### Pin placement, run 1

(4 px per um) Pins as bars across the die edge, other pins in grey.
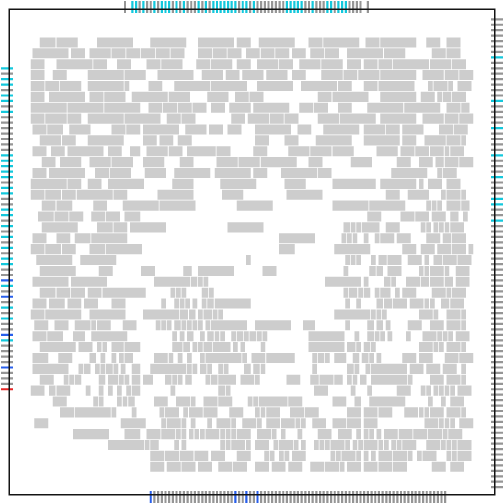
### Sizing map, run 1

(4 px per um)
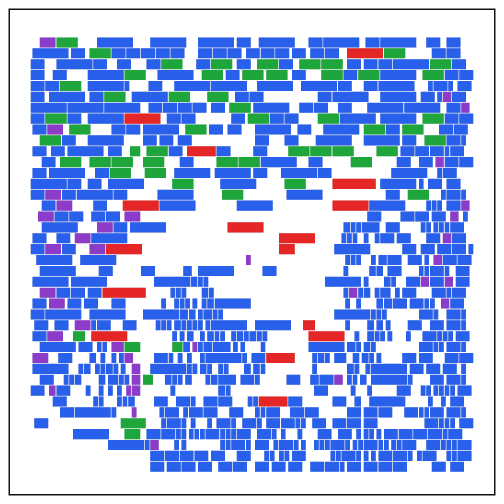
### Port wiring, run 1

(2 px per um)
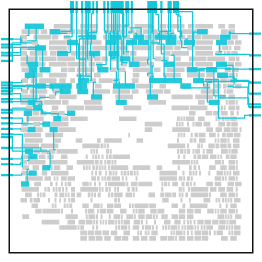
--- config.mk ---
export PLATFORM = sky130hd
export DESIGN_NAME = ram_burst_ctrl
export DESIGN_NICKNAME = d
export VERILOG_FILES = /design/src/rtl/ram_ctrl_pkg.sv /design/src/rtl/ram_burst_ctrl.sv
export SDC_FILE = /design/constraint.sdc
export NUM_CORES = 1
export LEC_CHECK = 0
export ABC_AREA = 1
export CAP_MARGIN = 20
export CORE_MARGIN = 5
export CORE_UTILIZATION = 37
export CTS_CLUSTER_SIZE = 12
export DETAILED_ROUTE_END_ITERATION = 12
export HOLD_SLACK_MARGIN = 0.06
export PLACE_DENSITY = 0.79
export SETUP_SLACK_MARGIN = 0.02
export SYNTH_ARGS = -nofsm -noshare
export SYNTH_HDL_FRONTEND = slang
export SYNTH_SLANG_ARGS = --single-unit
--- constraint.sdc ---
create_clock -name clk -period 3 [get_ports clk]
set_input_delay 0.45 -clock clk [delete_from_list [all_inputs] [get_ports clk]]
set_output_delay 0.45 -clock clk [all_outputs]
set_load 0.02 [all_outputs]
--- src/rtl/ram_ctrl_pkg.sv ---
// Shared types and default widths for the RAM burst controller.
package ram_ctrl_pkg;

  localparam int unsigned DEF_ADDR_W = 8;
  localparam int unsigned DEF_DATA_W = 64;
  localparam int unsigned DEF_LEN_W  = 8;

  typedef enum logic [2:0] {
    ST_IDLE,
    ST_WRITE,
    ST_READ,
    ST_RDRAIN,
    ST_DONE
  } state_e;

  typedef enum logic {
    DIR_READ  = 1'b0,
    DIR_WRITE = 1'b1
  } dir_e;

endpackage

--- src/rtl/ram_burst_ctrl.sv ---
// Burst controller: one command, then streamed write beats or read words
// over valid/ready, sole master of the single-port RAM.
module ram_burst_ctrl
  import ram_ctrl_pkg::*;
#(
  parameter int unsigned ADDR_W = DEF_ADDR_W,
  parameter int unsigned DATA_W = DEF_DATA_W,
  parameter int unsigned LEN_W  = DEF_LEN_W
) (
  input  logic              clk,
  input  logic              reset,
  input  logic              cmd_valid,
  output logic              cmd_ready,
  input  logic              cmd_write,
  input  logic [ADDR_W-1:0] cmd_addr,
  input  logic [LEN_W-1:0]  cmd_len,
  input  logic              wr_valid,
  output logic              wr_ready,
  input  logic [DATA_W-1:0] wr_data,
  output logic              rd_valid,
  input  logic              rd_ready,
  output logic [DATA_W-1:0] rd_data,
  output logic              busy,
  output logic              done,
  output logic              ram_cen,
  output logic              ram_wen,
  output logic [ADDR_W-1:0] ram_addr,
  output logic [DATA_W-1:0] ram_din,
  input  logic [DATA_W-1:0] ram_dout
);

  state_e            state_q, state_d;
  logic [ADDR_W-1:0] cur_addr_q, cur_addr_d;
  logic [LEN_W-1:0]  cnt_q, cnt_d;
  logic              rd_valid_q, rd_valid_d;
  logic [DATA_W-1:0] rd_data_q, rd_data_d;

  always_ff @(posedge clk or posedge reset) begin
    if (reset) begin
      state_q    <= ST_IDLE;
      cur_addr_q <= '0;
      cnt_q      <= '0;
      rd_valid_q <= 1'b0;
      rd_data_q  <= '0;
    end else begin
      state_q    <= state_d;
      cur_addr_q <= cur_addr_d;
      cnt_q      <= cnt_d;
      rd_valid_q <= rd_valid_d;
      rd_data_q  <= rd_data_d;
    end
  end

  always_comb begin
    state_d    = state_q;
    cur_addr_d = cur_addr_q;
    cnt_d      = cnt_q;
    rd_valid_d = rd_valid_q;
    rd_data_d  = rd_data_q;
    cmd_ready  = 1'b0;
    wr_ready   = 1'b0;
    done       = 1'b0;
    ram_cen    = 1'b0;
    ram_wen    = 1'b0;
    ram_din    = '0;

    // A handshake empties the output register; a read issued in the same
    // cycle refills it below.
    if (rd_valid_q && rd_ready) rd_valid_d = 1'b0;

    unique case (state_q)
      ST_IDLE: begin
        cmd_ready = 1'b1;
        if (cmd_valid) begin
          cur_addr_d = cmd_addr;
          cnt_d      = cmd_len;
          state_d    = (dir_e'(cmd_write) == DIR_WRITE) ? ST_WRITE : ST_READ;
        end
      end
      ST_WRITE: begin
        wr_ready = 1'b1;
        if (wr_valid) begin
          ram_cen    = 1'b1;
          ram_wen    = 1'b1;
          ram_din    = wr_data;
          cur_addr_d = cur_addr_q + ADDR_W'(1);
          cnt_d      = cnt_q - LEN_W'(1);
          if (cnt_q == '0) state_d = ST_DONE;
        end
      end
      ST_READ: begin
        if (!rd_valid_q || rd_ready) begin
          ram_cen    = 1'b1;
          rd_valid_d = 1'b1;
          rd_data_d  = ram_dout;
          cur_addr_d = cur_addr_q + ADDR_W'(1);
          cnt_d      = cnt_q - LEN_W'(1);
          if (cnt_q == '0) state_d = ST_RDRAIN;
        end
      end
      ST_RDRAIN: begin
        if (rd_valid_q && rd_ready) state_d = ST_DONE;
      end
      ST_DONE: begin
        done    = 1'b1;
        state_d = ST_IDLE;
      end
      default: state_d = ST_IDLE;
    endcase
  end

  assign busy     = (state_q != ST_IDLE);
  assign rd_valid = rd_valid_q;
  assign rd_data  = rd_data_q;
  assign ram_addr = cur_addr_q;

endmodule

==> results.sh, run 1 <==
# implementation run metrics
export IMPL_slew_headroom_pct=57.82
export IMPL_top_area_share_pct=46.12
export IMPL_synth_avg_cell_area_sq_um=9.379
export IMPL_warnings=27
export IMPL_comb_cells=294
export IMPL_design_power_total_mw=8.336
export IMPL_hold_path_end="cnt_q[7]"
export IMPL_ys_sh_aoi_pct=1.949
export IMPL_status="complete, no violations"
export IMPL_core_area_sq_mm=0.01206
export IMPL_adder_share_pct=0.8235
export IMPL_top_cell="nand2_1"
export IMPL_grt_pass1_wl_um=23460
export IMPL_dr_max_layer_used="met4"
export IMPL_cts_tree="yes"
export IMPL_path_clk_slew_ns=0.06
export IMPL_netSwitchingFraction_pct=40.46
export IMPL_ys_flop_type="dfrtp_1"
export IMPL_synth_edff_count=0
export IMPL_numSynthFlops=84
export IMPL_crit_end="ram_din[44]"
export IMPL_wl_met1_um=5401
export IMPL_netlist_top_cells_count="nand2_1, dfrtp_1, inv_1"
export IMPL_post_cts_resize_count=0
export IMPL_p_sw_mw=3.373
export IMPL_synth_cells=486
export IMPL_gp_congestion=0.8485
export IMPL_mux_area_share_pct=19.85
export IMPL_diodes=4
export IMPL_drt_antenna_violating_nets=0
export IMPL_rsz0062_at_grt="false"
export IMPL_nFlopsAndLatches=84
export IMPL_yosys_area_sq_mm=0.004558
export IMPL_worst_path_buf_inv=4
export IMPL_tap_cell_count=168
export IMPL_drive_gt1_share_pct=14.12
export IMPL_comb_share_pct=24.62
export IMPL_layout_top_cell="clkdlybuf4s50_1"
export IMPL_clockRootBuffer="clkbuf_16"
export IMPL_power_density_mw_per_mm2=1051
export IMPL_nNonClkInverters=88
export IMPL_numCtsBuffers=9
export IMPL_ys_warnings_count=0
export IMPL_sh_seq_area_pct=26.51
export IMPL_fmax_mhz=360.2
export IMPL_post_dp_cell_area_sq_mm=0.007594
export IMPL_hp_start="cnt_q[7]"
export IMPL_hold_slack_ns=0.4880
export IMPL_post_cts_setup_buffers=0
export IMPL_grtUsageMet3_pct=8.718
export IMPL_flop_area_sq_mm=0.002102
export IMPL_htree_levels=3
-- 'Pin placement' (at the start) --
legend:
  cyan:
    port: `ram_dout`
    pins: 64
    direction: input
    edge: 32 top, 24 left, 8 right
  blue:
    port: `cmd_len`
    pins: 8
    direction: input
    edge: 4 bottom, 4 left
  red:
    port: `busy`
    pins: 1
    direction: output
    edge: left
all pins by edge: 87 right, 81 bottom, 65 top, 60 left

-- 'Sizing map' (at the start) --
legend:
  purple:
    size: _2 cells
    cells: 38
    share: 4.9%
    most_used: mux2_2
  red:
    size: _6 and larger
    cells: 16
    share: 2.1%
    most_used: clkbuf_16
  green:
    size: _3 and _4 cells
    cells: 56
    share: 7.2%
    most_used: mux2_4
  blue:
    size: _0 and _1 cells
    cells: 669
    share: 86%
    most_used: clkdlybuf4s50_1
Final Instance Area: 0.007929 sq mm
Layout area overhead: 73.95%
Signal buffers: 297
setup ws final: 0.2241 ns

-- 'Port wiring' (at the start) --
legend:
  cyan:
    port: `ram_dout`
    direction: input
    edge: 32 top, 24 left, 8 right
    end_cells: 64
    wire: 1800 um
IO Count: 293
port bufs: 292

## Run 2: what changed since run 1
--- a/config.mk
+++ b/config.mk
@@ -9,7 +9,6 @@
 export CAP_MARGIN = 20
 export CORE_MARGIN = 5
 export CORE_UTILIZATION = 37
-export CTS_CLUSTER_SIZE = 12
 export DETAILED_ROUTE_END_ITERATION = 12
 export HOLD_SLACK_MARGIN = 0.06
 export PLACE_DENSITY = 0.79
==> run 2 against run 1 <==
Worst setup slack unchanged. Final cell count unchanged. Clock-buffer cell count is the same. Sequential power hardly changed. Routed wire length did not move. Utilization is the same. Clock power about the same. Global-route usage did not move. Largest power group unchanged. Critical path depth stayed put. Register-to-register slack barely moved. Sequential cell count stayed put. Area after synthesis unchanged.
==> results.sh, run 2 <==
# implementation run metrics
export IMPL_status="complete, no violations"
export IMPL_post_cts_resize_count=0
export IMPL_dr_max_layer_used="met4"
export IMPL_post_dp_cell_area_sq_mm=0.007594
export IMPL_comb_share_pct=24.62
export IMPL_p_sw_mw=3.373
export IMPL_drive_gt1_share_pct=14.12
export IMPL_ys_sh_aoi_pct=1.949
export IMPL_fin_ws_ns=0.2241
export IMPL_netlist_top_cells_count="nand2_1, dfrtp_1, inv_1"
export IMPL_nNonClkInverters=88
export IMPL_tap_cell_count=168
export IMPL_mux_area_share_pct=19.85
export IMPL_comb_cells=294
export IMPL_grt_pass1_wl_um=23460
export IMPL_flop_area_sq_mm=0.002102
export IMPL_layout_top_cell="clkdlybuf4s50_1"
export IMPL_worst_path_buf_inv=4
export IMPL_warnings=27
export IMPL_hold_slack_ns=0.4880
export IMPL_top_area_share_pct=46.12
export IMPL_startpoint_type="flop"
export IMPL_rsz0062_at_grt="false"
export IMPL_ios=293
export IMPL_yosys_area_sq_mm=0.004558
export IMPL_power_density_mw_per_mm2=1051
export IMPL_buffers_excl_clock=297
export IMPL_io_buffers=292
export IMPL_crit_end="ram_din[44]"
export IMPL_clockRootBuffer="clkbuf_16"
export IMPL_path_clk_slew_ns=0.06
export IMPL_htree_levels=3
export IMPL_area_growth_pct=73.95
export IMPL_numSynthFlops=84
export IMPL_sh_seq_area_pct=26.51
export IMPL_grtUsageMet3_pct=8.718
export IMPL_hold_path_end="cnt_q[7]"
export IMPL_drt_antenna_violating_nets=0
export IMPL_synth_cells=486
export IMPL_fmax_mhz=360.2
export IMPL_numCtsBuffers=9
export IMPL_gp_congestion=0.8485
export IMPL_cts_tree="yes"
export IMPL_synth_edff_count=0
export IMPL_ys_warnings_count=0
export IMPL_core_area_sq_mm=0.01206
export IMPL_top_cell="nand2_1"
export IMPL_wl_met1_um=5401
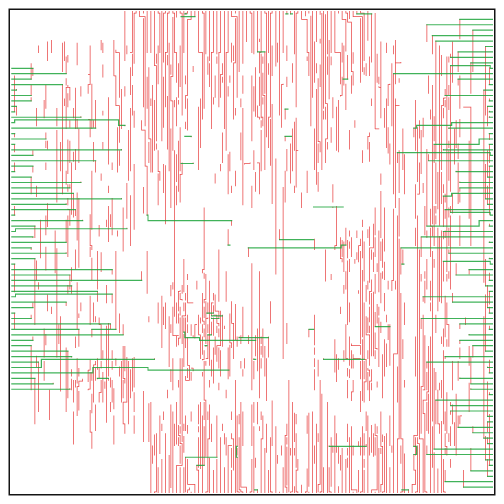
*Metal layers overlaid, run 2*
(4 px per um) Two of the layers only.
legend:
  red:
    layer: metal 2
    wire_length: 8060 um
  green:
    layer: metal 3
    wire_length: 1630 um
vias: 4249
GRT Util Overall: 20.47%
WL/cell: 16.20 um
Final Routed Wirelength: 15410 um

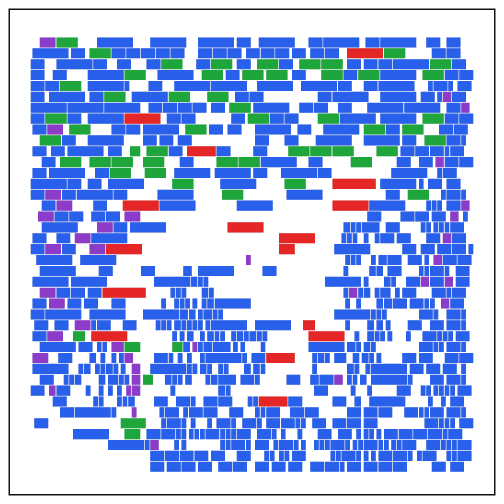
*Sizing map, run 2*
(4 px per um)
legend:
  green:
    size: _3 and _4 cells
    cells: 56
    share: 7.2%
    most_used: mux2_4
  blue:
    size: _0 and _1 cells
    cells: 669
    share: 86%
    most_used: clkdlybuf4s50_1
  purple:
    size: _2 cells
    cells: 38
    share: 4.9%
    most_used: mux2_2
  red:
    size: _6 and larger
    cells: 16
    share: 2.1%
    most_used: clkbuf_16

## Run 3: what changed since run 2
--- a/config.mk
+++ b/config.mk
@@ -11,8 +11,10 @@
 export CORE_UTILIZATION = 37
 export DETAILED_ROUTE_END_ITERATION = 12
 export HOLD_SLACK_MARGIN = 0.06
+export MAX_ROUTING_LAYER = met4
 export PLACE_DENSITY = 0.79
 export SETUP_SLACK_MARGIN = 0.02
+export SKIP_CTS_REPAIR_TIMING = 1
 export SYNTH_ARGS = -nofsm -noshare
 export SYNTH_HDL_FRONTEND = slang
 export SYNTH_SLANG_ARGS = --single-unit
==> run 3 against run 2 <==
Clock skew is essentially flat. Routed wire length hardly changed. Global-route usage is 0.58 points higher. Die size is the same. Hold slack about the same. First-iteration DRC count up 7.8%. Critical endpoint unchanged. Highest routed layer unchanged.
==> results.sh, run 3 <==
# implementation run metrics
export IMPL_ys_flop_type="dfrtp_1"
export IMPL_netlist_top_cells_count="nand2_1, dfrtp_1, inv_1"
export IMPL_tightest_slew_ns=0.6312
export IMPL_globalRouteMet2Util_pct=37.10
export IMPL_dr_max_layer_used="met4"
export IMPL_io_buffers=292
export IMPL_via_per_inst=4.475
export IMPL_ys_sh_xor_pct=0.1921
export IMPL_grt_pass1_vias=4427
export IMPL_dr_total_vias=4256
export IMPL_ys_seq_share_pct=46.12
export IMPL_power_density_mw_per_mm2=1051
export IMPL_dpl_hpwl_um=12210
export IMPL_worst_path_buf_inv=4
export IMPL_wl_met1_um=5641
export IMPL_crit_chain="inv_2 -> nor2_2 -> inv_2 -> nor2_4 -> nand2_2 -> buf_12 -> nor2_1 -> clkdlybuf4s50_1"
export IMPL_dp_cells=931
export IMPL_status="complete, no violations"
export IMPL_drive_gt1_share_pct=14.12
export IMPL_cts_tree="yes"
export IMPL_buffers_excl_clock=297
export IMPL_numCtsBuffers=9
export IMPL_p_sw_mw=3.374
export IMPL_ys_warnings_count=0
export IMPL_layout_top_cell="clkdlybuf4s50_1"
export IMPL_grt_pass1_wl_um=23460
export IMPL_p_int_mw=4.963
export IMPL_comb_cells=294
export IMPL_drt_antenna_violating_nets=0
export IMPL_numSynthFlops=84
export IMPL_nFlopsAndLatches=84
export IMPL_ios=293
export IMPL_clockBufferDepth=2
export IMPL_synth_cells=486
export IMPL_top_area_share_pct=46.12
export IMPL_sh_seq_area_pct=26.51
export IMPL_track_usage_pct=21.04
export IMPL_startpoint_type="flop"
export IMPL_comb_share_pct=24.62
export IMPL_ir_drop_uv=702.6
export IMPL_gp_congestion=0.8618
export IMPL_hp_start="cnt_q[7]"
export IMPL_total_leakage_power_nw=3.810
export IMPL_cpMaxStageDelayCell="clkdlybuf4s50_1"
export IMPL_top_cell="nand2_1"
export IMPL_htree_levels=3
export IMPL_warnings=27
export IMPL_clock_buffer_count=10
export IMPL_avgRoutedWirePerCell_um=16.19
export IMPL_synth_edff_count=0
export IMPL_design_power_total_mw=8.337
export IMPL_adder_share_pct=0.8235
export IMPL_fin_area_sq_mm=0.007929
export IMPL_grtUsageMet3_pct=7.040
export IMPL_combPwrFrac_pct=59.6
export IMPL_reg2regPathDepth=9
export IMPL_fmax_mhz=360.6
export IMPL_flop_area_sq_mm=0.002102
export IMPL_ys_sh_aoi_pct=1.949
export IMPL_met3_length_um=1368
export IMPL_nNonClkInverters=88
export IMPL_area_growth_pct=73.95
export IMPL_synth_cell_types=25
export IMPL_core_area_sq_mm=0.01206
export IMPL_clockRootBuffer="clkbuf_16"
export IMPL_post_dp_cell_area_sq_mm=0.007594
export IMPL_rsz0062_at_grt="false"
export IMPL_synth_avg_cell_area_sq_um=9.379
export IMPL_crit_end="ram_din[44]"
export IMPL_grtUsageMet1_pct=21.53
export IMPL_slew_headroom_pct=57.87
export IMPL_busiest_layer="met2"
export IMPL_n_fill_cell=962
export IMPL_comb_power_mw=4.97
export IMPL_yosys_area_sq_mm=0.004558
export IMPL_hold_slack_ns=0.4877
export IMPL_fin_crit_ns=2.773
export IMPL_hold_path_end="cnt_q[7]"
export IMPL_wl_um=15400
export IMPL_diodes=4
export IMPL_hold_viol=0
export IMPL_tap_cell_count=168
export IMPL_die_area_sq_mm=0.01464
export IMPL_synthArstFlopShare_pct=100.0
export IMPL_mux_area_share_pct=19.85
export IMPL_hp_class="reg -> reg"
export IMPL_fin_ws_ns=0.2271
export IMPL_netSwitchingFraction_pct=40.47
export IMPL_path_clk_slew_ns=0.06
export IMPL_fp_dieW_um=121.0
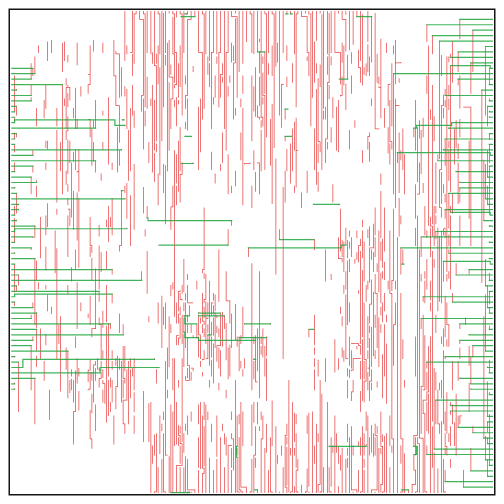
*Metal layers overlaid, run 3*
(4 px per um) Two of the layers only.
legend:
  green:
    layer: metal 3
    wire_length: 1370 um
  red:
    layer: metal 2
    wire_length: 8070 um

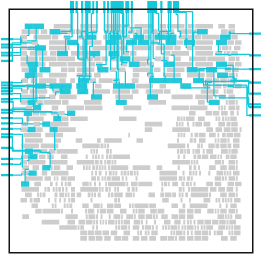
*Port wiring, run 3*
(2 px per um)
legend:
  cyan:
    port: `ram_dout`
    direction: input
    edge: 32 top, 24 left, 8 right
    end_cells: 64
    wire: 1810 um

Power is estimated from default activity; no workload was simulated.
